## src/rtl/circuit_feeder.sv

```systemverilog
// Sample feeder for circuit: a small valid/ready FIFO drained by an FSM that
// issues one x/en strobe at a time and enforces an idle gap between strobes.
module circuit_feeder #(
  parameter int unsigned DATA_W     = 32,
  parameter int unsigned DEPTH_LOG2 = 2,
  parameter int unsigned GAP        = 1,
  parameter int unsigned CNT_W      = 16
) (
  input  logic              clk,
  input  logic              rst,
  input  logic              in_valid,
  input  logic [DATA_W-1:0] in_data,
  output logic              in_ready,
  output logic [DATA_W-1:0] x,
  output logic              en,
  output logic              full,
  output logic              empty,
  output logic [CNT_W-1:0]  issued
);

  localparam int unsigned DEPTH    = 1 << DEPTH_LOG2;
  localparam int unsigned PTR_W    = DEPTH_LOG2 + 1;
  localparam int unsigned GAP_W    = (GAP > 1) ? $clog2(GAP) : 1;
  localparam int unsigned GAP_LOAD = (GAP > 0) ? GAP - 1 : 0;

  typedef enum logic [1:0] {
    ST_IDLE  = 2'd0,
    ST_ISSUE = 2'd1,
    ST_GAP   = 2'd2
  } state_t;

  state_t             state_q, state_d;
  logic [DATA_W-1:0]  mem_q [DEPTH];
  logic [PTR_W-1:0]   wr_ptr_q, rd_ptr_q;
  logic [DATA_W-1:0]  x_q, x_d;
  logic               en_q, en_d;
  logic [CNT_W-1:0]   issued_q, issued_d;
  logic [GAP_W-1:0]   gap_q, gap_d;
  logic               push, pop;
  logic [DATA_W-1:0]  head;

  // Pointers carry an extra wrap bit so full and empty are distinguishable.
  assign empty    = (wr_ptr_q == rd_ptr_q);
  assign full     = (wr_ptr_q[PTR_W-1] != rd_ptr_q[PTR_W-1]) &&
                    (wr_ptr_q[PTR_W-2:0] == rd_ptr_q[PTR_W-2:0]);
  assign in_ready = !full;
  assign push     = in_valid && !full;
  assign head     = mem_q[rd_ptr_q[PTR_W-2:0]];

  assign x      = x_q;
  assign en     = en_q;
  assign issued = issued_q;

  always_ff @(posedge clk) begin
    if (push) begin
      mem_q[wr_ptr_q[PTR_W-2:0]] <= in_data;
    end
  end

  always_ff @(posedge clk) begin
    if (rst) begin
      wr_ptr_q <= '0;
      rd_ptr_q <= '0;
    end else begin
      if (push) wr_ptr_q <= wr_ptr_q + PTR_W'(1);
      if (pop)  rd_ptr_q <= rd_ptr_q + PTR_W'(1);
    end
  end

  always_ff @(posedge clk) begin
    if (rst) begin
      state_q  <= ST_IDLE;
      x_q      <= '0;
      en_q     <= 1'b0;
      issued_q <= '0;
      gap_q    <= '0;
    end else begin
      state_q  <= state_d;
      x_q      <= x_d;
      en_q     <= en_d;
      issued_q <= issued_d;
      gap_q    <= gap_d;
    end
  end

  // Issue control: one pop per strobe, then GAP idle cycles when GAP is non-zero.
  always_comb begin
    state_d  = state_q;
    x_d      = x_q;
    en_d     = 1'b0;
    gap_d    = gap_q;
    pop      = 1'b0;
    issued_d = issued_q;
    case (state_q)
      ST_IDLE: begin
        if (!empty) begin
          pop     = 1'b1;
          x_d     = head;
          en_d    = 1'b1;
          state_d = ST_ISSUE;
        end
      end
      ST_ISSUE: begin
        if (GAP == 0) begin
          if (!empty) begin
            pop  = 1'b1;
            x_d  = head;
            en_d = 1'b1;
          end else begin
            state_d = ST_IDLE;
          end
        end else begin
          gap_d   = GAP_W'(GAP_LOAD);
          state_d = ST_GAP;
        end
      end
      ST_GAP: begin
        if (gap_q == '0) begin
          state_d = ST_IDLE;
        end else begin
          gap_d = gap_q - GAP_W'(1);
        end
      end
      default: state_d = ST_IDLE;
    endcase
    if (en_d) begin
      issued_d = issued_q + CNT_W'(1);
    end
  end

endmodule

```

## config.mk

```make
export PLATFORM = sky130hd
export DESIGN_NAME = circuit_feeder
export DESIGN_NICKNAME = d
export VERILOG_FILES = /design/src/rtl/circuit_feeder.sv
export SDC_FILE = /design/constraint.sdc
export NUM_CORES = 1
export LEC_CHECK = 0
export ABC_AREA = 1
export CAP_MARGIN = 25
export CORE_UTILIZATION = 59
export DETAILED_ROUTE_END_ITERATION = 10
export PLACE_DENSITY = 0.89
export SLEW_MARGIN = 30
export SYNTH_ARGS = -nofsm -noshare
export SYNTH_HDL_FRONTEND = slang
export SYNTH_SLANG_ARGS = --single-unit
```

## constraint.sdc

```tcl
create_clock -name clk -period 5.32 [get_ports clk]
set_input_delay 1.064 -clock clk [delete_from_list [all_inputs] [get_ports clk]]
set_output_delay 1.064 -clock clk [all_outputs]
set_load 0.05 [all_outputs]
```

**Run 1: close-up of the layout**

Region (72, 72) to (97, 97) um. Cells in grey, sequential cells in the stronger grey; small squares are vias.
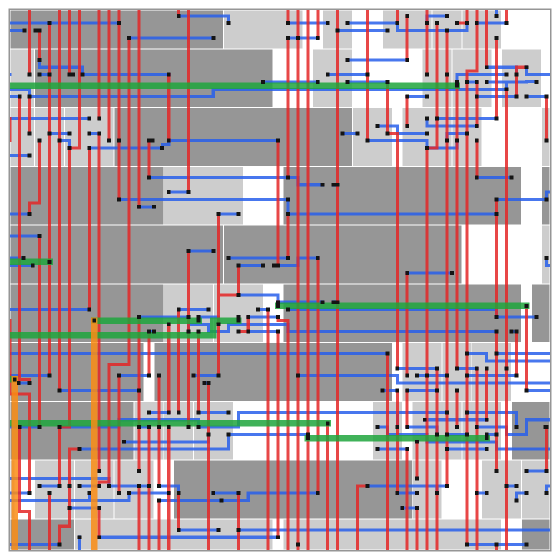
layer	colour
M3	green
M2	red
M1	blue
M4	orange
most frequent	o21ai_0 (13), nor2_1 (12), edfxtp_1 (12)
cells with their middle in the window	49
sequential cells in the window	13
netlist names of flops here include	mem_q (12), x (1)

**Run 1: sequential cells coloured by netlist name**

Drawn at 4 px/um. Other sequential cells in the stronger grey, the rest of the logic in the fainter grey.
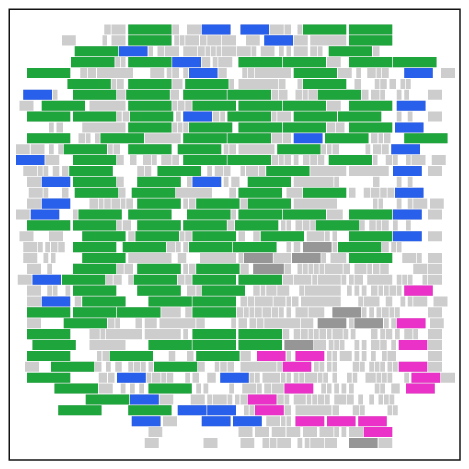
name in the netlist	colour	sequential cells
x	blue	32
issued	magenta	16
mem_q	green	128
sequential cell area share: 56.6%
final core utilization: 75.5%
Seq group: 1.86 mW
Seq. cell area: 4990 um2

**Run 1: M1 wires**

Drawn at 2 px/um.
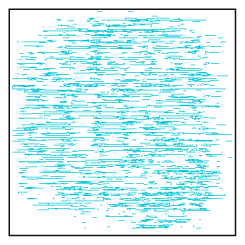
nets with wire on the layer	701
longest straight run	40.5 um
wire length on this layer	6270 um
via count: 5161
GRT met1 Usage: 31.9%
routed wire length: 16600 um

==> impl_metrics.csv, run 1 <==
group,metric,value,unit
routing,final_antenna_net_count,0,
logic_synthesis,syn-cell-area,7180,um2
critical_path,cpPeakStageDelay,0.79,ns
routing,routed_via_density,5.84,
power_and_ir_drop,powerClk,1.30,mW
clock_tree,h-tree-depth,4,
global_route,antenna_found_initial,0,
run_status,status,"finished, violations left",
logic_synthesis,synth_cell_type_count,25,
logic_synthesis,synth-seq-cells,185,
placed_design,place_ws,2.14,ns
critical_path,reg2reg_depth,6,
final_layout,layout_top_cell,"nor2_1",
logic_synthesis,async_reset_ff_share,0,%
routing,remaining_drc_errors,5,
global_route,grtUsageMet2,44.9,%
timing,fmax,0.288,GHz
floorplan,pin_count,87,
logic_synthesis,synthAoiAreaFrac,11.3,%
hold_path,hold_depth,1,
run_status,violations,"design-rule violations",
placed_design,gp_congestion,0.857,
final_layout,num-fill-cells,698,
final_layout,final_cells,883,
logic_synthesis,top_area_share,53.5,%
hold_path,min_path_type,"reg -> reg",
critical_path,crit_chain,"inv_2 > nand2_1 > nand2_2 > nand3_1 > inv_1 > clkdlybuf4s50_1",
power_and_ir_drop,internal_power,3.05,mW
clock_tree,cts_resized,0,
[run 1: flip-flops by register name (all words and copies together) (netlist names)]
signal	flops
en	1
issued	16
mem_q	128
rd_ptr_q	3
state_q	2
wr_ptr_q	3
x	32
[run 1: stage by stage]
step	area [um2]	total power [mW]
2_1_floorplan	7180	3.22
3_3_place_gp	8080	3.64
3_5_place_dp	8110	3.71
4_1_cts	8720	5.00
5_1_grt	8810	5.26
6_report	8810	5.04
[run 1: area by class of cell]
class / count / area, um2 / share of cell area (%)
Inverter: 31 / 120 / 1.36
Clock inverter: 13 / 171 / 1.95
Clock buffer: 19 / 443 / 5.03
Sequential cell: 185 / 4990 / 56.6
Tap cell: 143 / 179 / 2.03
Multi-Input combinational cell: 400 / 1920 / 21.8
Timing Repair Buffer: 92 / 986 / 11.2
**Run 1: selected gate families**

Drawn at 2 px/um.
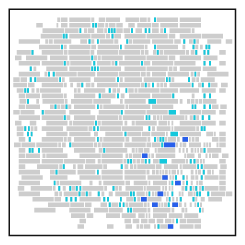

==> run 2, diff against run 1 <==
Settings changed: CORE_UTILIZATION 59 to 50, PLACE_DENSITY 0.89 to 0.81.
Clock period 5.32 ns to 3.1 ns, I/O delays scaled along.
**Run 2: selected gate families**

Drawn at 2 px/um.
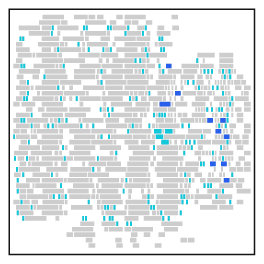
family	colour	cells	most used	where
xor and xnor cells	blue	10	xor2_1	east
nor cells	cyan	167	nor2_1	all over the die
Top cell excl fill/tap: nor2_1
logic share of the area: 21.9%
fin cells: 923

==> run 2 against run 1 <==
  * Non-clock buffer count up 3
  * Combinational power up 69%
  * Critical path type is now reg -> reg
  * Clock-buffer cell count up 1
  * Clock skew down 0.0016 ns
  * Cell count up 4.5%
  * Critical path depth unchanged
  * Critical endpoint is now x[4]$_SDFFE_PP0P_
  * Sequential share of layout area up 0.12 points
  * Power up 66%
  * Hold slack better by 0.0049 ns
  * Register-to-register slack worse by 2.1 ns
  * Largest power group is now sequential cells
  * Highest routed layer unchanged
  * Cell area down 0.21%
  * Via count down 2.6%
  * The flow now finishes without violations
==> impl_metrics.csv, run 2 <==
group,metric,value,unit
floorplan,pin_count,87,
routing,routed_via_density,5.45,
power_and_ir_drop,pg_seq,3.22,mW
final_layout,fin_area,8790,um2
run_status,status,"completed",
global_route,grtUsageMet2,37.7,%
placed_design,gp_congestion,0.870,
logic_synthesis,synth_cell_type_count,25,
clock_tree,h-tree-depth,4,
logic_synthesis,syn-cell-area,7180,um2
routing,vias,5026,
routing,final_antenna_net_count,0,
global_route,met1_usage,26.8,%
logic_synthesis,synth-seq-cells,185,
hold_path,hold_depth,1,
final_layout,largest_reg_flops,128,
hold_path,min_path_type,"reg -> reg",
power_and_ir_drop,power.total,8.38,mW
placed_design,place_ws,0.646,ns
power_and_ir_drop,internal_power,5.04,mW
clock_tree,cts_resized,0,
**Run 2: close-up of the layout**

Region (79, 79) to (104, 104) um. Cells in grey, sequential cells in the stronger grey; small squares are vias.
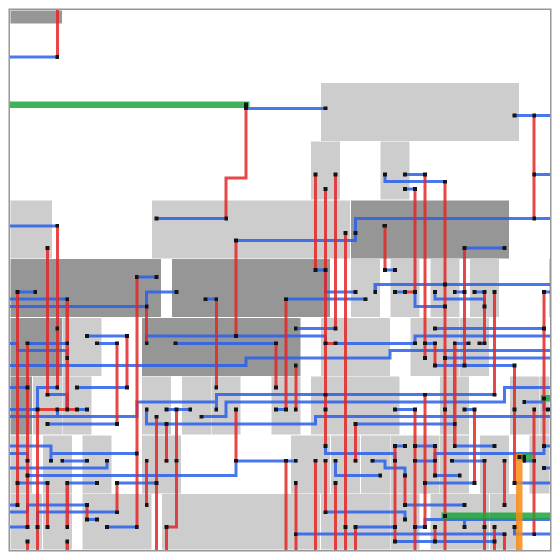
layer	colour
M2	red
M3	green
M1	blue
M4	orange
cells with their middle in the window	45
netlist names of flops here include	state_q (2)
most frequent	nand2_1 (12), nor2_1 (9), inv_1 (5)
sequential cells in the window	4

-- run 2: layout make-up --
cell class | count | area (um2)
repair buffers | 95 | 983
clock inverters | 12 | 85.1
flip-flops and latches | 185 | 4990
well taps | 180 | 225
inverters | 31 | 120
fillers | 1044 | 5150
clock buffers | 20 | 467
multi-input cells | 400 | 1920
-- run 2: cell families after synthesis --
kind of cell    count (synthesis)  synth area share (%)
simple gates                  231                  12.7
compound gates                153                  11.3
fa+ha+maj                       6                  1.05
buf+inv                        65                  4.23
xor+xnor                       10                  1.32
flops                         185                  69.4
-- run 2: critical path, cell delays in order (launching register included) --
cell and delay (ns):
dfxtp_2 0.35, buf_4 0.53, clkinv_2 0.81, o21ai_0 0.48, o22ai_1 0.16, o21ai_0 0.23, nor2_1 0.07
**Run 2: sequential cells coloured by netlist name**

Drawn at 4 px/um. Other sequential cells in the stronger grey, the rest of the logic in the fainter grey.
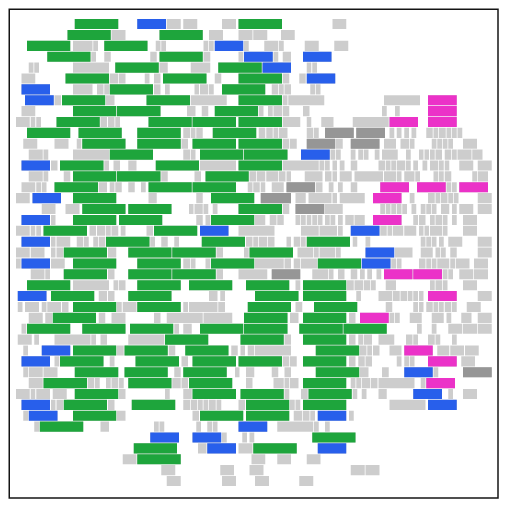

==> run 3, diff against run 2 <==
Settings changed: RECOVER_POWER set to 50, SETUP_SLACK_MARGIN set to 0.3.
**Run 3: sequential cells coloured by netlist name**

Drawn at 4 px/um. Other sequential cells in the stronger grey, the rest of the logic in the fainter grey.
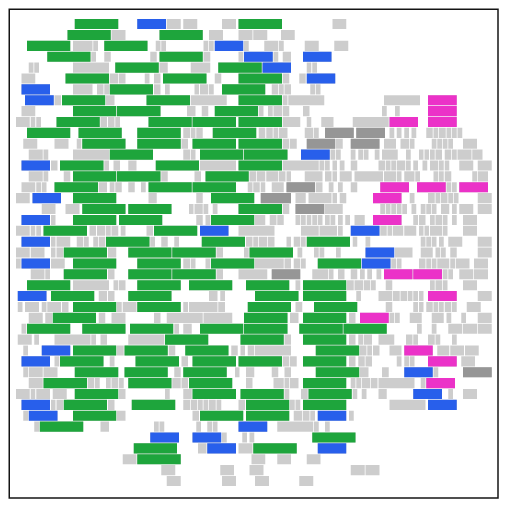
name in the netlist	colour	sequential cells
mem_q	green	128
issued	magenta	16
x	blue	32
not coloured	9
final core utilization: 62.8%
Seq group: 3.21 mW
sequential cell area share: 57.0%

**Run 3: M1 wires**

Drawn at 2 px/um.
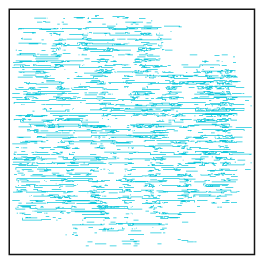
longest straight run	45.5 um
main direction	horizontal
share of all routed wire	40%
GRT met1 Usage: 26.8%
via count: 5027

==> run 3 against run 2 <==
  * Clock skew up 0.0011 ns
  * Critical endpoint is now rd_ptr_q[0]$_SDFFE_PP0P_
  * Synthesized cell count stayed put
  * Fmax is 6.6% higher
  * Register-to-register slack gained 0.21 ns
  * Clock power hardly changed
  * Utilization shrank 0.31 points
  * Critical path depth stayed put
  * Hold slack about the same
  * Cell area decreased by 0.48%
==> impl_metrics.csv, run 3 <==
group,metric,value,unit
logic_synthesis,syn-cell-area,7180,um2
critical_path,crit_buf_inv,4,
logic_synthesis,ys_sh_xor,1.32,%
placed_design,place_area,8240,um2
critical_path,slowest_stage,"clkbuf_2",
logic_synthesis,adder_share,1.05,%
timing,setup_tns,0,ns
placed_design,place_ws,0.646,ns
timing,rsz0062_at_grt,"false",
routing,final_antenna_net_count,0,
critical_path,crit_chain,"dlygate4sd3_1 > clkbuf_1 > inv_1 > clkbuf_2 > o21ai_0 > a21oi_1",
routing,routed_via_density,5.45,
timing,fin_ws,0.500,ns
placed_design,gp_congestion,0.870,
clock_tree,cts_resized,0,
final_layout,layout_top_cell,"nor2_1",
critical_path,crit_family,"buffers and inverters",
hold_path,hold_depth,1,
final_layout,logic_area,1880,um2
logic_synthesis,ys_sh_mux,0,%
critical_path,cp.depth,6,
final_layout,fin_area,8750,um2
final_layout,largest_reg_flops,128,
run_status,status,"completed",
logic_synthesis,synth_cell_type_count,25,
logic_synthesis,synthAoiAreaFrac,11.3,%
hold_path,min_path_type,"reg -> reg",
final_layout,num-fill-cells,1052,
logic_synthesis,top_logic_kind,"simple AND/OR/NAND/NOR gates",
routing,remaining_drc_errors,0,
final_layout,final_cells,923,
logic_synthesis,synth-seq-cells,185,
global_route,antenna_found_initial,0,
logic_synthesis,ys_sh_simple,12.7,%
power_and_ir_drop,power.total,8.31,mW
logic_synthesis,async_reset_ff_share,0,%
critical_path,reg2reg_depth,7,
routing,totalWireLength,15400,um
final_layout,regArea,4990,um2
global_route,grtUsageMet2,37.7,%
critical_path,cpPeakStageDelay,0.54,ns
floorplan,pin_count,87,
clock_tree,h-tree-depth,4,
timing,fmax,0.385,GHz
-- run 3: cell count changes in the layout (fill, tap and decap cells not counted), moves of 2 or more --
cell,delta
clkdlybuf4s50_1,-51
dlygate4sd3_1,+51
nor2_1,+3
nor2_4,-3
buf_4,-2
-- run 3: layout make-up --
class                           instances  share of cell area (%)
Clock buffer                           20                    5.34
Tap cell                              180                    2.58
Sequential cell                       185                    57.0
Multi-Input combinational cell        400                    21.5
Inverter                               31                    1.39
Timing Repair Buffer                   95                    11.2
Clock inverter                         12                   0.973
-- run 3: kinds of logic after synthesis --
logic type	Yosys count
AOI/OAI and AO/OA	153
xor gates and xnor gates	10
adders and majority gates	6
buffers and inverters	65
DFF	185
and+or+nand+nor	231
-- run 3: power by group --
part	internal [mW]	switching (mW)
sequential	3.02	0.193
combinational	0.861	2.22
clock	1.10	0.912

==> screenshots <==
Congestion heat map.
picture 1
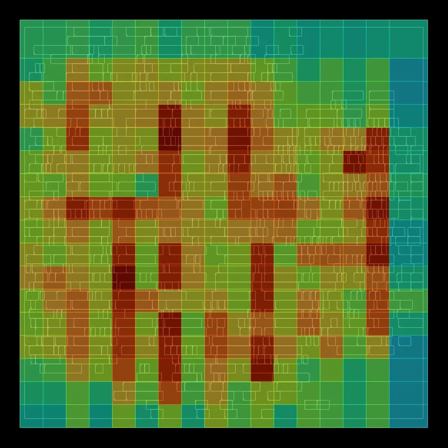
picture 2
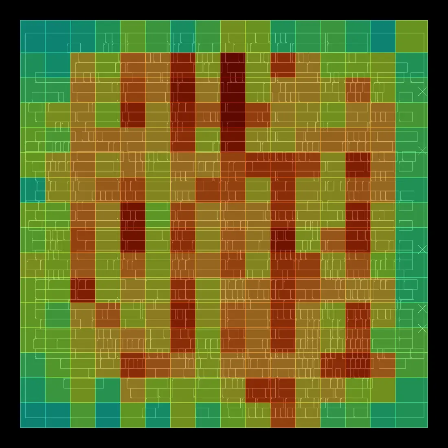
run 3: picture 1
run 1: picture 2
- highest utilization: picture 2

No activity file was given, so power comes from the tool's default toggle rates.
